Fig. 1: run 1, clock nets
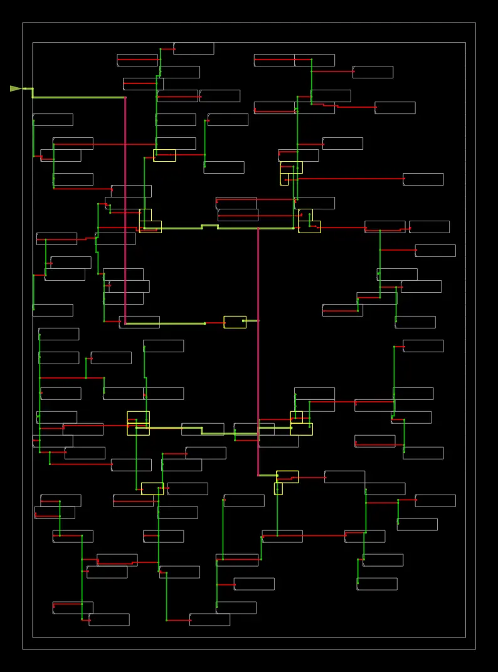
Fig. 2: run 1, placement by cell class
Scale: 2 px per µm. Fill, decap, tap and diode cells in gray.
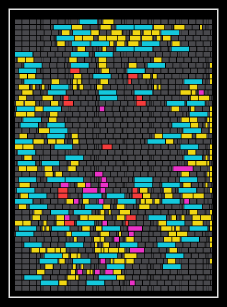
Fig. 3: run 1, clock wires, drivers and flops
Scale: 3 px per µm.
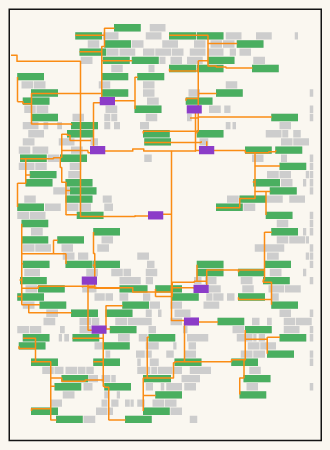
Fig. 4: run 1, I/O nets highlighted
Scale: 2 px per µm.
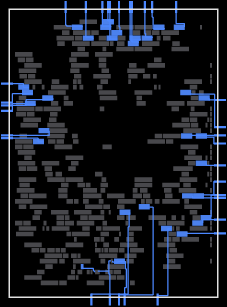
===== src/rtl/scc_pkg.sv =====
// Shared definitions for the core pipeline: ALU opcodes, CPSR bit positions and
// the writeback skid-buffer entry layout.
package scc_pkg;

  localparam logic [2:0] ALU_ADD = 3'b000;
  localparam logic [2:0] ALU_SUB = 3'b001;

  localparam int unsigned CPSR_N = 31;
  localparam int unsigned CPSR_Z = 30;
  localparam int unsigned CPSR_C = 29;
  localparam int unsigned CPSR_V = 28;

  typedef struct packed {
    logic [32:0] result;   // bit 32 is the ALU carry-out
    logic        op1_msb;
    logic        op2_msb;
    logic [2:0]  oc;
    logic [3:0]  rd;
    logic        we;
    logic        sf;
  } wb_entry_t;

endpackage


===== src/rtl/wb_skid_buf.sv =====
// Two-entry in-order FIFO of writeback entries. Exposes the head and the entry
// behind it so the stage can forward both.
module wb_skid_buf
  import scc_pkg::*;
#(
  parameter int unsigned DEPTH = 2
) (
  input  logic       clk_i,
  input  logic       rst_ni,
  input  logic       push_i,
  input  wb_entry_t  push_data_i,
  input  logic       pop_i,
  output wb_entry_t  head_o,
  output logic       head_valid_o,
  output wb_entry_t  tail_o,
  output logic       tail_valid_o,
  output logic [1:0] count_o
);

  wb_entry_t  mem_q [2];
  logic       rd_ptr_q, wr_ptr_q;
  logic [1:0] count_q, count_d;

  always_comb begin
    count_d = count_q;
    if (push_i && !pop_i) begin
      count_d = count_q + 2'd1;
    end else if (!push_i && pop_i) begin
      count_d = count_q - 2'd1;
    end
  end

  always_ff @(posedge clk_i or negedge rst_ni) begin
    if (!rst_ni) begin
      mem_q[0] <= '0;
      mem_q[1] <= '0;
      rd_ptr_q <= 1'b0;
      wr_ptr_q <= 1'b0;
      count_q  <= 2'd0;
    end else begin
      if (push_i) begin
        mem_q[wr_ptr_q] <= push_data_i;
        wr_ptr_q        <= ~wr_ptr_q;
      end
      if (pop_i) begin
        rd_ptr_q <= ~rd_ptr_q;
      end
      count_q <= count_d;
    end
  end

  assign head_o       = mem_q[rd_ptr_q];
  assign head_valid_o = (count_q != 2'd0);
  // The second entry only exists as a distinct entry when both slots are full.
  assign tail_o       = mem_q[~rd_ptr_q];
  assign tail_valid_o = (count_q == 2'd2);
  assign count_o      = count_q;

  count_in_range: assert property (@(posedge clk_i) disable iff (!rst_ni)
    32'(count_q) <= DEPTH);
  no_overflow: assert property (@(posedge clk_i) disable iff (!rst_ni)
    !(push_i && !pop_i && 32'(count_q) == DEPTH));
  no_underflow: assert property (@(posedge clk_i) disable iff (!rst_ni)
    !(pop_i && count_q == 2'd0));

endmodule


===== src/rtl/wb_stage.sv =====
// Writeback stage: skid-buffers ALU results, retires them in order to the
// register-file write port and commits CPSR flags. WB_BYPASS_EN adds forwarding outputs.
module wb_stage
  import scc_pkg::*;
#(
  parameter int unsigned DEPTH = 2
) (
  input  logic        clk,
  input  logic        rst_n,
  input  logic        in_valid,
  output logic        in_ready,
  input  logic [32:0] in_result,
  input  logic        in_op1_msb,
  input  logic        in_op2_msb,
  input  logic [2:0]  in_alu_oc,
  input  logic [3:0]  in_rd,
  input  logic        in_rd_we,
  input  logic        in_set_flags,
  output logic        rf_wr_en,
  output logic [3:0]  rf_wr_addr,
  output logic [31:0] rf_wr_data,
  input  logic        rf_wr_ready,
`ifdef WB_BYPASS_EN
  output logic        fwd0_valid,
  output logic [3:0]  fwd0_rd,
  output logic [31:0] fwd0_data,
  output logic        fwd1_valid,
  output logic [3:0]  fwd1_rd,
  output logic [31:0] fwd1_data,
`endif
  output logic [31:0] cpsr
);

  wb_entry_t   in_entry, head, tail;
  logic        head_valid, tail_valid, push, retire;
  logic [1:0]  count;
  logic [31:0] cpsr_q, cpsr_d;

  assign in_entry = '{result:  in_result,
                      op1_msb: in_op1_msb,
                      op2_msb: in_op2_msb,
                      oc:      in_alu_oc,
                      rd:      in_rd,
                      we:      in_rd_we,
                      sf:      in_set_flags};

  assign in_ready = (count != 2'd2);
  assign push     = in_valid && in_ready;
  assign retire   = head_valid && (!head.we || rf_wr_ready);

  wb_skid_buf #(
    .DEPTH (DEPTH)
  ) u_skid_buf (
    .clk_i        (clk),
    .rst_ni       (rst_n),
    .push_i       (push),
    .push_data_i  (in_entry),
    .pop_i        (retire),
    .head_o       (head),
    .head_valid_o (head_valid),
    .tail_o       (tail),
    .tail_valid_o (tail_valid),
    .count_o      (count)
  );

  assign rf_wr_en   = head_valid && head.we;
  assign rf_wr_addr = head.rd;
  assign rf_wr_data = head.result[31:0];

  // C and V are only defined for add/sub; other opcodes leave them untouched.
  always_comb begin
    cpsr_d = cpsr_q;
    if (retire && head.sf) begin
      cpsr_d[CPSR_N] = head.result[31];
      cpsr_d[CPSR_Z] = (head.result[31:0] == 32'd0);
      if (head.oc == ALU_ADD) begin
        cpsr_d[CPSR_C] = head.result[32];
        cpsr_d[CPSR_V] = (head.op1_msb == head.op2_msb) && (head.result[31] != head.op1_msb);
      end else if (head.oc == ALU_SUB) begin
        cpsr_d[CPSR_C] = head.result[32];
        cpsr_d[CPSR_V] = (head.op1_msb != head.op2_msb) && (head.result[31] != head.op1_msb);
      end
    end
  end

  always_ff @(posedge clk or negedge rst_n) begin
    if (!rst_n) begin
      cpsr_q <= 32'd0;
    end else begin
      cpsr_q <= cpsr_d;
    end
  end

  assign cpsr = cpsr_q;

`ifdef WB_BYPASS_EN
  assign fwd0_valid = head_valid && head.we;
  assign fwd0_rd    = head.rd;
  assign fwd0_data  = head.result[31:0];
  assign fwd1_valid = tail_valid && tail.we;
  assign fwd1_rd    = tail.rd;
  assign fwd1_data  = tail.result[31:0];
`else
  logic unused_tail;
  assign unused_tail = ^{tail, tail_valid};
`endif

endmodule


===== config.mk =====
export PLATFORM = sky130hd
export DESIGN_NAME = wb_stage
export DESIGN_NICKNAME = d
export VERILOG_FILES = /design/src/rtl/scc_pkg.sv /design/src/rtl/wb_skid_buf.sv /design/src/rtl/wb_stage.sv
export SDC_FILE = /design/constraint.sdc
export NUM_CORES = 1
export LEC_CHECK = 0
export CAP_MARGIN = 10
export CORE_ASPECT_RATIO = 1.4
export CORE_MARGIN = 2
export CORE_UTILIZATION = 35
export CTS_BUF_LIST = sky130_fd_sc_hd__clkbuf_8
export DETAILED_ROUTE_END_ITERATION = 12
export DONT_BUFFER_PORTS = 1
export PLACE_DENSITY = 0.54
export SYNTH_ARGS = -nofsm -noshare
export SYNTH_HDL_FRONTEND = slang
export SYNTH_SLANG_ARGS = --single-unit

===== constraint.sdc =====
create_clock -name clk -period 1.85 [get_ports clk]
set_input_delay 0.555 -clock clk [delete_from_list [all_inputs] [get_ports clk]]
set_output_delay 0.555 -clock clk [all_outputs]
set_load 0.05 [all_outputs]

==> results.txt, run 1 <==
impl run done, here's what came out: outcome=finished with violations, failing checks=negative hold slack, negative setup slack, Final non-clock buffer share=0.04896, hold slack final=-117.8 ps, minimum clock period=2059 ps, FF-to-FF End=u_skid_buf.count_o[1], Dominant comb cell=multiplexers, number of buffers and inverters on the critical path=2, clock network contribution to total cell area=0.03320, Pre-antenna DRT Iters=4, Least-Margin Pin Slew=546.1 ps, CP arrival=1500 ps, number of hold-slack violations in the final timing report=96, number of non-clock inverters in the layout=2, top-level port count=118, placed cell area=4733 µm², cell count after synthesis=364, antenna diode instance count=0, number of multi-input combinational cells=215, Avg Cell Area, Syn=13.32 µm², detailed-route wire length=9951 µm, Crit path largest cell delay=420 ps, Ys Warns=0, worst slack at placement=90.36 ps, # setup viols final=37, worst-path cell chain=buf_4 > buf_12 > mux2_4, number of nets in the layout=397, crit path DRT=1290 ps, maximum number of pins on one net before global-route repair=97, startpoint type of the worst setup path=register, DPL Wire Length=6866 µm, Area Growth Syn to Fin=6.477%, highest attainable clock frequency=485.7 MHz, smallest setup slack after layout=-209.0 ps, global routing met3 resource utilization=0.04161, MUX area fraction=0.2942, Final Max Tran Viols=0, Clock Buffer Count=10, number of standard cells reported by yosys=364, gr busiest metal=met2, total clock buffers created by CTS=9, RSZ-0062 raised after global routing=yes, global-route met1 utilization=0.1752, worst r2r src=u_skid_buf.rd_ptr_q, Max Cap Viol=0, highest signal layer in the routed design=met4, final sum of negative setup slack=-6820 ps, share of synthesized area occupied by flip-flops and latches=0.4955, chip area=14,820 µm², layout cell share with drive strength beyond 1=0.4744, detail-routed net length per standard cell=18.63 µm, count of warning messages emitted by the tools=30, Storage cell area=2405 µm², tally of filler cells in the layout=1,286, worst-case clock buffer depth=2, commonest register cell after synthesis=sky130_fd_sc_hd__dfrtp_1, antenna viol nets, final=0, peak fanout along the critical path=14
## Picture notes: Fig. 1
number of clock sinks seen by CTS: 96
Skew-Pair Late Insertion Delay: 360 ps
Seq cells: 96

## Picture notes: Fig. 2
| color | class | cells |
|---|---|---|
| red | clock drivers and dummy loads | 15 |
| cyan | flops | 96 |
| yellow | combinational and other logic | 217 |
| magenta | other buffers and delay cells | 24 |
sequential share of cell area: 0.4658
Design Area, Final: 5162 µm²

## Picture notes: Fig. 3
[purple] clock drivers | count: 9
[orange] clock wires | length: 1,270 µm
[green] flip-flops | count: 96
routed clock nets: 10
flops lie: all over the die

## Picture notes: Fig. 4
| color | port | bits | direction | end cells | buffers | wire |
|---|---|---|---|---|---|---|
| blue | rf_wr_data | 32 | output | 32 | 1 | 620 µm |

==> run 2: changes to the inputs <==
--- a/config.mk
+++ b/config.mk
@@ -11,8 +11,7 @@
 export CORE_UTILIZATION = 35
 export CTS_BUF_LIST = sky130_fd_sc_hd__clkbuf_8
 export DETAILED_ROUTE_END_ITERATION = 12
-export DONT_BUFFER_PORTS = 1
-export PLACE_DENSITY = 0.54
+export PLACE_DENSITY = 0.65
 export SYNTH_ARGS = -nofsm -noshare
 export SYNTH_HDL_FRONTEND = slang
 export SYNTH_SLANG_ARGS = --single-unit
==> results.txt, run 2 <==
impl run done, here's what came out: count of warning messages emitted by the tools=28 (-6.7%), Avg Cell Area, Syn=13.32 µm² (unchanged), sequential share of cell area=0.3871 (-0.07868), number of buffers and inverters on the critical path=3 (+1), antenna diode instance count=0 (unchanged), Seq cells=96 (unchanged), kind of capture point of the worst setup path=output pin, number of multi-input combinational cells=215 (unchanged), highest attainable clock frequency=469.9 MHz (-3.2%), maximum number of pins on one net before global-route repair=41 (-58%), Dominant comb cell=multiplexers, number of standard cells reported by yosys=364 (unchanged), Ys Warns=0 (unchanged), clock network contribution to total cell area=0.03728 (+0.004079), number of clock sinks seen by CTS=96 (unchanged), detailed-route wire length=10,350 µm (+4.0%), highest signal layer in the routed design=met4, tally of filler cells in the layout=1,254 (-2.5%), commonest register cell after synthesis=sky130_fd_sc_hd__dfrtp_1, detail-routed net length per standard cell=16.55 µm (-11%), number of hold-slack violations in the final timing report=0 (-100%), Pre-antenna DRT Iters=2 (-2), smallest setup slack after layout=-278.0 ps (-69.01 ps), crit path DRT=1290 ps (about the same), global routing met3 resource utilization=0.03231 (-0.009300), DPL Wire Length=7187 µm (+4.7%), Max Cap Viol=0 (unchanged), CP arrival=1570 ps (+70 ps), Final Max Tran Viols=0 (unchanged), hold slack final=113.0 ps (+230.8 ps), FF-to-FF End=u_skid_buf.count_o[1], Area Growth Syn to Fin=28.05%, worst-path cell chain=buf_12 > clkbuf_16 > mux2_4 > buf_8, failing checks=negative setup slack, worst slack at placement=-212.2 ps (-302.5 ps), share of synthesized area occupied by flip-flops and latches=0.4955 (unchanged), number of non-clock inverters in the layout=2 (unchanged), Final non-clock buffer share=0.2086 (+0.1596), global-route met1 utilization=0.1605 (-0.01470), # setup viols final=37 (unchanged), RSZ-0062 raised after global routing=yes, number of nets in the layout=487 (+23%), worst-case clock buffer depth=2 (unchanged), outcome=finished with violations, gr busiest metal=met2, MUX area fraction=0.2942 (unchanged), peak fanout along the critical path=10 (-4), minimum clock period=2128 ps (+69.01 ps)
Fig. 5: run 2, I/O nets highlighted
Scale: 2 px per µm.
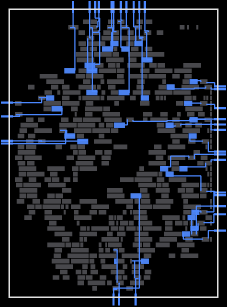
| color | port | bits | direction | end cells | buffers | wire |
|---|---|---|---|---|---|---|
| blue | rf_wr_data | 32 | output | 32 | 32 | 929 µm |
top-level port count: 118
number of buffers added on ports: 89

Fig. 6: run 2, clock nets
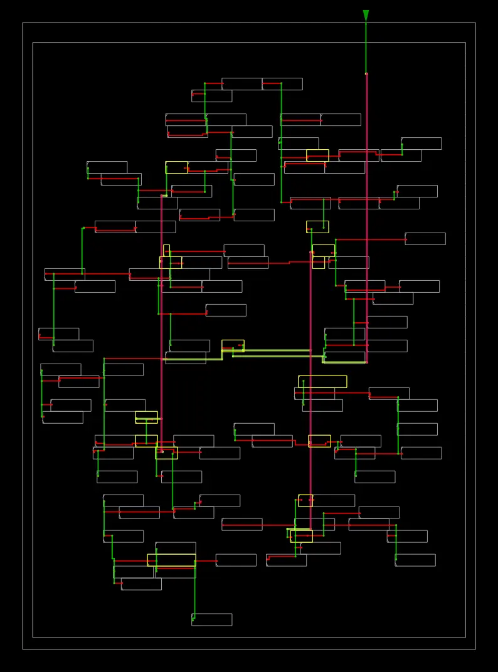
total clock buffers created by CTS: 9
Clock Buffer Count: 11
clock skew: 11.96 ps

